==> run_1/drive_strength.png <==
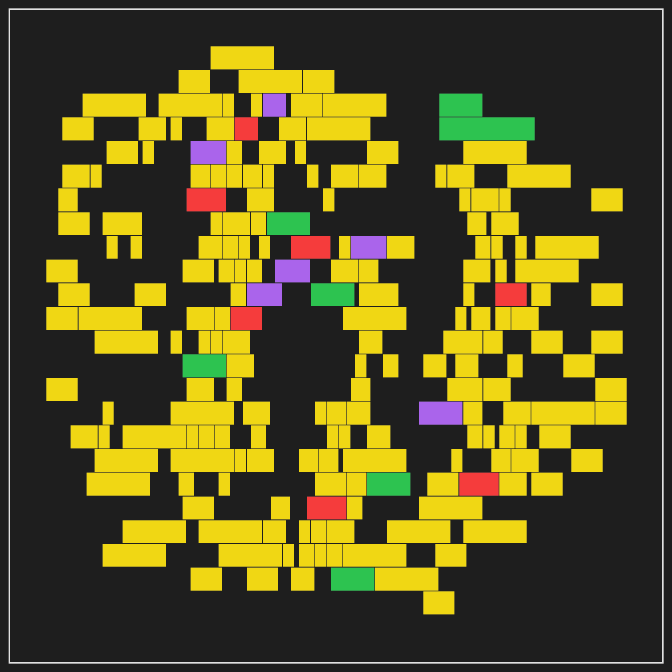
==> run_1/clock_map.png <==
Scale bar: 20 um.
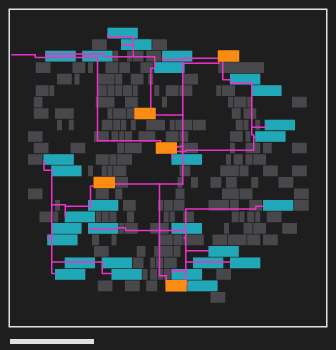
==> run_1/final_placement.png <==
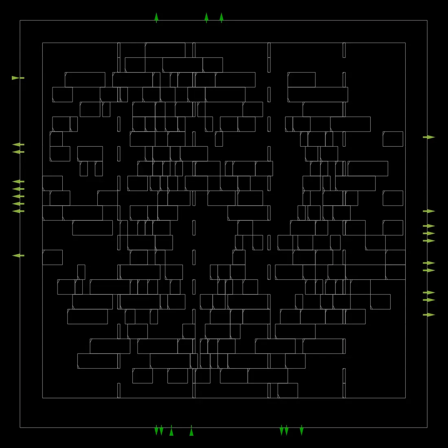
`config.mk`:
```
export PLATFORM = sky130hd
export DESIGN_NAME = vga_sync_controller
export DESIGN_NICKNAME = d
export VERILOG_FILES = /design/src/rtl/vga_sync_controller.sv
export SDC_FILE = /design/constraint.sdc
export NUM_CORES = 1
export LEC_CHECK = 0
export CORE_MARGIN = 4
export CORE_UTILIZATION = 34
export CTS_BUF_LIST = sky130_fd_sc_hd__clkbuf_2 sky130_fd_sc_hd__clkbuf_4 sky130_fd_sc_hd__clkbuf_8
export DETAILED_ROUTE_END_ITERATION = 10
export PLACE_DENSITY = 0.52
export SLEW_MARGIN = 30
export SYNTH_ARGS = -nofsm -noshare
export SYNTH_HDL_FRONTEND = slang
export SYNTH_SLANG_ARGS = --single-unit
```
`constraint.sdc`:
```
create_clock -name clk -period 4.04 [get_ports clk]
set_input_delay 1.212 -clock clk [delete_from_list [all_inputs] [get_ports clk]]
set_output_delay 1.212 -clock clk [all_outputs]
set_load 0.01 [all_outputs]
```
`src/rtl/vga_sync_controller.sv`:
```
// VGA timing generator: pixel-tick divider, H/V counters, sync/video decode and a
// run/stop FSM that only stops at a frame boundary so the monitor never sees a partial frame.
module vga_sync_controller #(
    parameter int CLK_DIV   = 2,
    parameter int H_VISIBLE = 640,
    parameter int H_FRONT   = 16,
    parameter int H_SYNC    = 96,
    parameter int H_BACK    = 48,
    parameter int V_VISIBLE = 480,
    parameter int V_FRONT   = 10,
    parameter int V_SYNC    = 2,
    parameter int V_BACK    = 33
) (
    input  logic       clk,
    input  logic       reset,
    input  logic       Enable,
    output logic       HSync,
    output logic       VSync,
    output logic       VideoOn,
    output logic [9:0] PixelX,
    output logic [9:0] PixelY,
    output logic       PixelTick,
    output logic       FrameStart,
    output logic       Busy
);

    localparam int H_TOTAL = H_VISIBLE + H_FRONT + H_SYNC + H_BACK;
    localparam int V_TOTAL = V_VISIBLE + V_FRONT + V_SYNC + V_BACK;
    localparam int DIV_W   = (CLK_DIV > 1) ? $clog2(CLK_DIV) : 1;

    localparam logic [DIV_W-1:0] DIV_LAST = DIV_W'(CLK_DIV - 1);
    localparam logic [9:0] H_LAST   = 10'(H_TOTAL - 1);
    localparam logic [9:0] V_LAST   = 10'(V_TOTAL - 1);
    localparam logic [9:0] H_VIS    = 10'(H_VISIBLE);
    localparam logic [9:0] V_VIS    = 10'(V_VISIBLE);
    localparam logic [9:0] HS_START = 10'(H_VISIBLE + H_FRONT);
    localparam logic [9:0] HS_END   = 10'(H_VISIBLE + H_FRONT + H_SYNC);
    localparam logic [9:0] VS_START = 10'(V_VISIBLE + V_FRONT);
    localparam logic [9:0] VS_END   = 10'(V_VISIBLE + V_FRONT + V_SYNC);

    typedef enum logic [1:0] {IDLE, RUN, STOPPING} state_e;

    state_e           state_q, state_d;
    logic [DIV_W-1:0] div_q, div_d;
    logic [9:0]       x_q, x_d, y_q, y_d;
    logic             hsync_q, hsync_d, vsync_q, vsync_d, video_q, video_d;
    logic             tick_q, tick_d, fs_q, fs_d, busy_q, busy_d;
    logic             wrap;

    always_comb begin
        // tick_q marks the cycle before the advancing edge, so it gates the counters directly
        wrap = tick_q && (x_q == H_LAST) && (y_q == V_LAST);

        state_d = state_q;
        case (state_q)
            IDLE:     if (Enable) state_d = RUN;
            RUN:      if (!Enable) state_d = STOPPING;
            STOPPING: begin
                if (Enable)    state_d = RUN;
                else if (wrap) state_d = IDLE;
            end
            default:  state_d = IDLE;
        endcase

        x_d = x_q;
        y_d = y_q;
        if (tick_q) begin
            if (x_q == H_LAST) begin
                x_d = '0;
                y_d = (y_q == V_LAST) ? '0 : y_q + 10'd1;
            end else begin
                x_d = x_q + 10'd1;
            end
        end
        if (state_q == IDLE) begin
            x_d = '0;
            y_d = '0;
        end

        if (state_q == IDLE)        div_d = '0;
        else if (div_q == DIV_LAST) div_d = '0;
        else                        div_d = div_q + 1'b1;

        tick_d = (state_d != IDLE) && (div_d == DIV_LAST);
        // a wrap that ends a stop is not a new frame; a fresh start from IDLE is
        fs_d   = (state_q == IDLE) ? (state_d == RUN) : (wrap && (state_d != IDLE));
        busy_d = (state_d != IDLE);

        // decoded from the next counter values so syncs carry zero skew against PixelX/Y
        hsync_d = (state_d == IDLE) || !((x_d >= HS_START) && (x_d < HS_END));
        vsync_d = (state_d == IDLE) || !((y_d >= VS_START) && (y_d < VS_END));
        video_d = (state_d != IDLE) && (x_d < H_VIS) && (y_d < V_VIS);
    end

    always_ff @(posedge clk) begin
        if (reset) begin
            state_q <= IDLE;
            div_q   <= '0;
            x_q     <= '0;
            y_q     <= '0;
            hsync_q <= 1'b1;
            vsync_q <= 1'b1;
            video_q <= 1'b0;
            tick_q  <= 1'b0;
            fs_q    <= 1'b0;
            busy_q  <= 1'b0;
        end else begin
            state_q <= state_d;
            div_q   <= div_d;
            x_q     <= x_d;
            y_q     <= y_d;
            hsync_q <= hsync_d;
            vsync_q <= vsync_d;
            video_q <= video_d;
            tick_q  <= tick_d;
            fs_q    <= fs_d;
            busy_q  <= busy_d;
        end
    end

    assign HSync      = hsync_q;
    assign VSync      = vsync_q;
    assign VideoOn    = video_q;
    assign PixelX     = x_q;
    assign PixelY     = y_q;
    assign PixelTick  = tick_q;
    assign FrameStart = fs_q;
    assign Busy       = busy_q;

endmodule
```
==> GITHUB_STEP_SUMMARY, run 1 <==
### Metrics collected by this job

| Metric | Value |
|---|---|
| Power Density | around 330 nW/um^2 |
| GR Overflow Total | 0 |
| TNS Setup | 0 ns |
| Worst r2r dst | VSync |
| Status | finished, final reports clean |
| Post-Layout Cell Count | roughly 250 |
| Routed wl met3 | about 220 um |
| GRT busiest layer | met2 |
| Mapped Cells | about 170 |
| Complex Gates by Area | 0.0832 |
| Unique cell types | 47 |
| Combinational power | about 0.025 mW |
| Die area | 5600 um^2 |
| Ys flops | 29 |
| Critical Path Source | PixelX[5] |
| Synth Area per Inst | slightly below 9 um^2 |
| Initial antenna violation count | 0 |
| Post-CTS Hold Buffers | 0 |
| Final #Nets | 206 |
| Max-slew violations | 0 |
| Register-to-Register Setup Slack | 1.80 ns |
| Critical R2R Launch | PixelX[0] |
| Internal | roughly 0.50 mW |
| Slew @ Worst Pin | slightly below 0.6 ns |
| Critical path class | register to output pin |
| Ys cells | around 170 |
| CTS tree | done |
| Fmax | between 300 and 400 MHz |
| Hold Path End | div_q |
| Sum of buffers and inverters on the critical path | 1 |
| Post-Place Cells | approximately 250 |
| Switching part of the total | 0.213 |
| DRT iter0 DRCs | 29 |
| Mi-comb count | 130 |
| Vias in the first global route | ~1400 |
| Worst path depth | 1 |
| M1 wire length | around 1.7 mm |
Back to the opening pictures, drive_strength.png:
| size | color | cells | share |
|---|---|---|---|
| drive 3 to 4 | purple | 6 | 3.0% |
| drive 6 and up | green | 7 | 3.5% |
| drive 2 | red | 7 | 3.5% |
| drive 1 or less | yellow | 181 | 90% |
Post-Layout Inst Area: 1930 um^2
Buffers, non-clock: 28
final worst slack: 1.35 ns

Back to the opening pictures, clock_map.png:
[flip-flops] cyan | count: 29
[clock wires] magenta | length: 438 um
[cells driving clock nets] orange | count: 5
flops lie: all over the die
Clk. pwr: 0.319 mW
Latency at later pin: 0.29 ns
clk_skew: 0.00790 ns

Back to the opening pictures, final_placement.png:
fin util: 0.444
num sequential: 29
Seq area share: 0.300
layout filler cell count: 440

==> run 1: state kept, by name, summed over array words and instances, names as in the netlist <==
| name | flops |
|---|---|
| Busy | 1 |
| div_q | 1 |
| VSync | 1 |
| HSync | 1 |
| state_q | 2 |
| PixelY | 10 |
| PixelX | 10 |
| FrameStart | 1 |
| PixelTick | 1 |
| VideoOn | 1 |
==> run 1: cells in the final DEF (no fill, tap or decap), drive strengths merged, types with 2 or more instances in the layout <==
| cell | synthesis | final |
|---|---|---|
| clkbuf | 1 | 6 |
| a211oi | 2 | 2 |
| and3b | 2 | 2 |
| nor3b | 2 | 2 |
| nor2 | 26 | 26 |
| xnor2 | 9 | 9 |
| inv | 6 | 6 |
| dfxtp | 29 | 29 |
| and3 | 3 | 3 |
| and4 | 4 | 4 |
| xor2 | 11 | 11 |
| nor3 | 10 | 10 |
| nand2b | 2 | 2 |
| nand3 | 10 | 10 |
| nand2 | 12 | 12 |
| nor4 | 5 | 5 |
| clkdlybuf4s50 | 0 | 28 |
| nand4 | 8 | 8 |
| a21oi | 2 | 2 |
| o21ai | 3 | 3 |
| ha | 3 | 3 |
==> run 1: synthesized netlist by cell type (3+ instances only) <==
master	number	area, um^2
nand2_1	12	45.0
nor3_1	9	45.0
nand3_1	10	50.1
xnor2_1	9	78.8
nor2_1	24	90.1
buf_4	4	30.0
nand4_1	6	37.5
xor2_1	11	96.3
o21ai_0	3	15.0
dfxtp_1	29	581
nor4_1	4	25.0
inv_1	6	22.5
ha_1	3	37.5
==> run 1: worst register-to-register path, stage by stage (launching register included) <==
cell,delay [ns]
dfxtp_1,0.43
ha_1,0.36
inv_1,0.21
nor2_4,0.25
nand4_1,0.15
xor2_1,0.20
nor4_2,0.37
o211ai_1,0.14
==> run 2, diff against run 1 <==
clock period = 2.8 ns   (was 4.04 ns; I/O delays follow)
==> run_2/final_placement.png <==
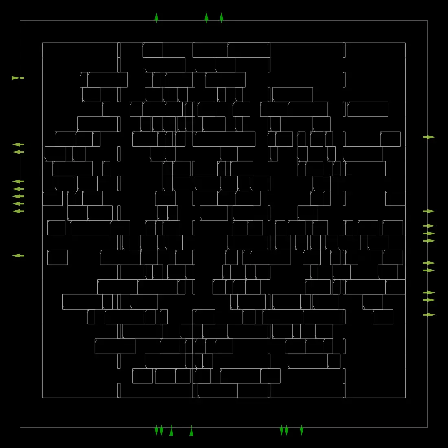
layout filler cell count: 428
Seq area share: 0.303

==> run 2 against run 1 <==
Net effect:
- combinational power is 45% higher
- hold slack worse by 0.0030 ns
- sequential cell count stayed put
- die size stayed put
- setup slack worse by 0.85 ns
- register-to-register slack got worse by 1.2 ns
- core utilization fell by 0.37 points
- total power increased by 36%
- non-clock buffer count stayed put
- design area shrank 0.84%
- first-iteration DRC count up 130%
- critical path depth unchanged
==> GITHUB_STEP_SUMMARY, run 2 <==
### Metrics collected by this job

| Metric | Value |
|---|---|
| Mapped Cells | 172 (unchanged) |
| Mean routed wirelength per cell | approximately 15 um |
| Unique cell types | 47 (unchanged) |
| Sum of buffers and inverters on the critical path | 1 (unchanged) |
| Post-Place Cells | 245 (unchanged) |
| Most frequent cells in the layout | dfxtp_1, clkdlybuf4s50_1, nor2_1 |
| First-pass GRT wire length | 6.37 mm |
| Root buf cell | clkbuf_8 |
| Fin util | 0.441 (-0.00374) |
| Endpoints failing setup | 0 |
| Commonest Layout Cell | dfxtp_1 |
| Area share, top type | 0.382 (unchanged) |
| TNS Setup | 0 ns (unchanged) |
| Synth Seq Share | 0.382 |
| Final #Nets | 206 (unchanged) |
| Latency at later pin | 0.28 ns (about the same) |
| Top cells by area | dfxtp_1, xor2_1, nor2_1, xnor2_1, nand3_1 |
| Post-CTS Hold Buffers | 0 (unchanged) |
| Ys flops | 29 (unchanged) |
| Top cells by count, synth | dfxtp_1, nor2_1, nand2_1, xor2_1, nand3_1 |
| Die area | 5600 um^2 (unchanged) |
| CTS tree | done |
| Syn_nets | approximately 180 |
| Max-slew violations | 0 (unchanged) |
| Power Density | 453 nW/um^2 (+37%) |
| Power Total | slightly below 0.9 mW |
| Initial antenna violation count | 0 (unchanged) |
| Slew @ Worst Pin | 0.655 ns (+0.0681 ns) |
| Critical path class | register to output pin |
| M1 wire length | 1.68 mm (+0.48%) |
| Yosys top cell by area | dfxtp_1 |
| Clock tree sinks | 29 |
| Status | finished, final reports clean |
| Layout cells sized above 1 | 0.0950 |
| Core Area | between 4000 and 5000 um^2 |
| Routed wl met3 | 213 um (-4.5%) |
| Ys cells | 172 (unchanged) |
| Clk_skew | 0.00826 ns (+0.000356 ns) |
| Count leader, synth | dfxtp_1 |
| Worst hold slack | around 0.42 ns |
| DRT iter0 DRCs | 66 (+130%) |
| Post-Layout Cell Count | 252 (-0.40%) |
| WL final | roughly 3.7 mm |
| Max transition margin | 0.559 |
| Storage cell area | 581 um^2 |
| Crit path time final | roughly 2.3 ns |
| Synth Area per Inst | 8.83 um^2 (unchanged) |
| Fmax | around 440 MHz |
| Vias in the first global route | 1347 (-2.1%) |
| GR Overflow Total | 0 (unchanged) |
## run 2: logic make-up after synthesis
group,count (synthesis),share of synthesized area
compound gates,17,0.0832
xor+xnor,20,0.115
fa+ha+maj,3,0.0247
buf+inv,13,0.0478
flops,29,0.382
mux,1,0.00659
simple gates,89,0.340
## run 2: area by class of cell
| type | instances | share of cell area |
|---|---|---|
| Tap cell | 52 | 0.0339 |
| Clock inverter | 2 | 0.0183 |
| Timing Repair Buffer | 28 | 0.146 |
| Sequential cell | 29 | 0.303 |
| Inverter | 6 | 0.0117 |
| Clock buffer | 5 | 0.0359 |
| Multi-Input combinational cell | 130 | 0.451 |
## run 2: report_power, final
part / total (mW) / internal, mW / switching, mW / leakage, nW
Sequential: 0.423 / 0.419 / 0.00428 / 0.235
Clock: 0.409 / 0.258 / 0.151 / 0.0540
Combinational: 0.0361 / 0.0159 / 0.0202 / 0.365
Total: 0.868 / 0.693 / 0.175 / 0.654
## run 2: metal layers
metal  track usage  vias up
li1              -      666
met4        0.0870        0
met1         0.178      660
met3        0.0521        7
met5             0        -
met2         0.236       40
## run 2: worst register-to-register path: cells and delay by family (launching register included)
family,cells,cell delay (ns)
buf+inv,1,0.20
xor+xnor,1,0.19
flops,1,0.42
fa+ha+maj,1,0.36
compound gates,1,0.14
simple gates,3,0.75
## run 2: final timing paths
check / depth (start not counted) / end / slack, ns / from
worst min-delay path: 1 / div_q / 0.42 / div_q
worst min register to register: 1 / div_q / 0.42 / div_q
worst max register to register: 7 / VSync / 0.63 / PixelX[0]
worst max-delay path: 1 / PixelX[5] / 0.50 / PixelX[5]
## run 2: metrics by stage
stage	worst slack (ns)	cell area [um^2]
2_1_floorplan	0.900	1520
3_3_place_gp	0.482	1810
3_5_place_dp	0.421	1810
4_1_cts	0.481	1920
5_1_grt	0.412	1920
6_report	0.501	1920
Power is estimated from default activity; no workload was simulated.
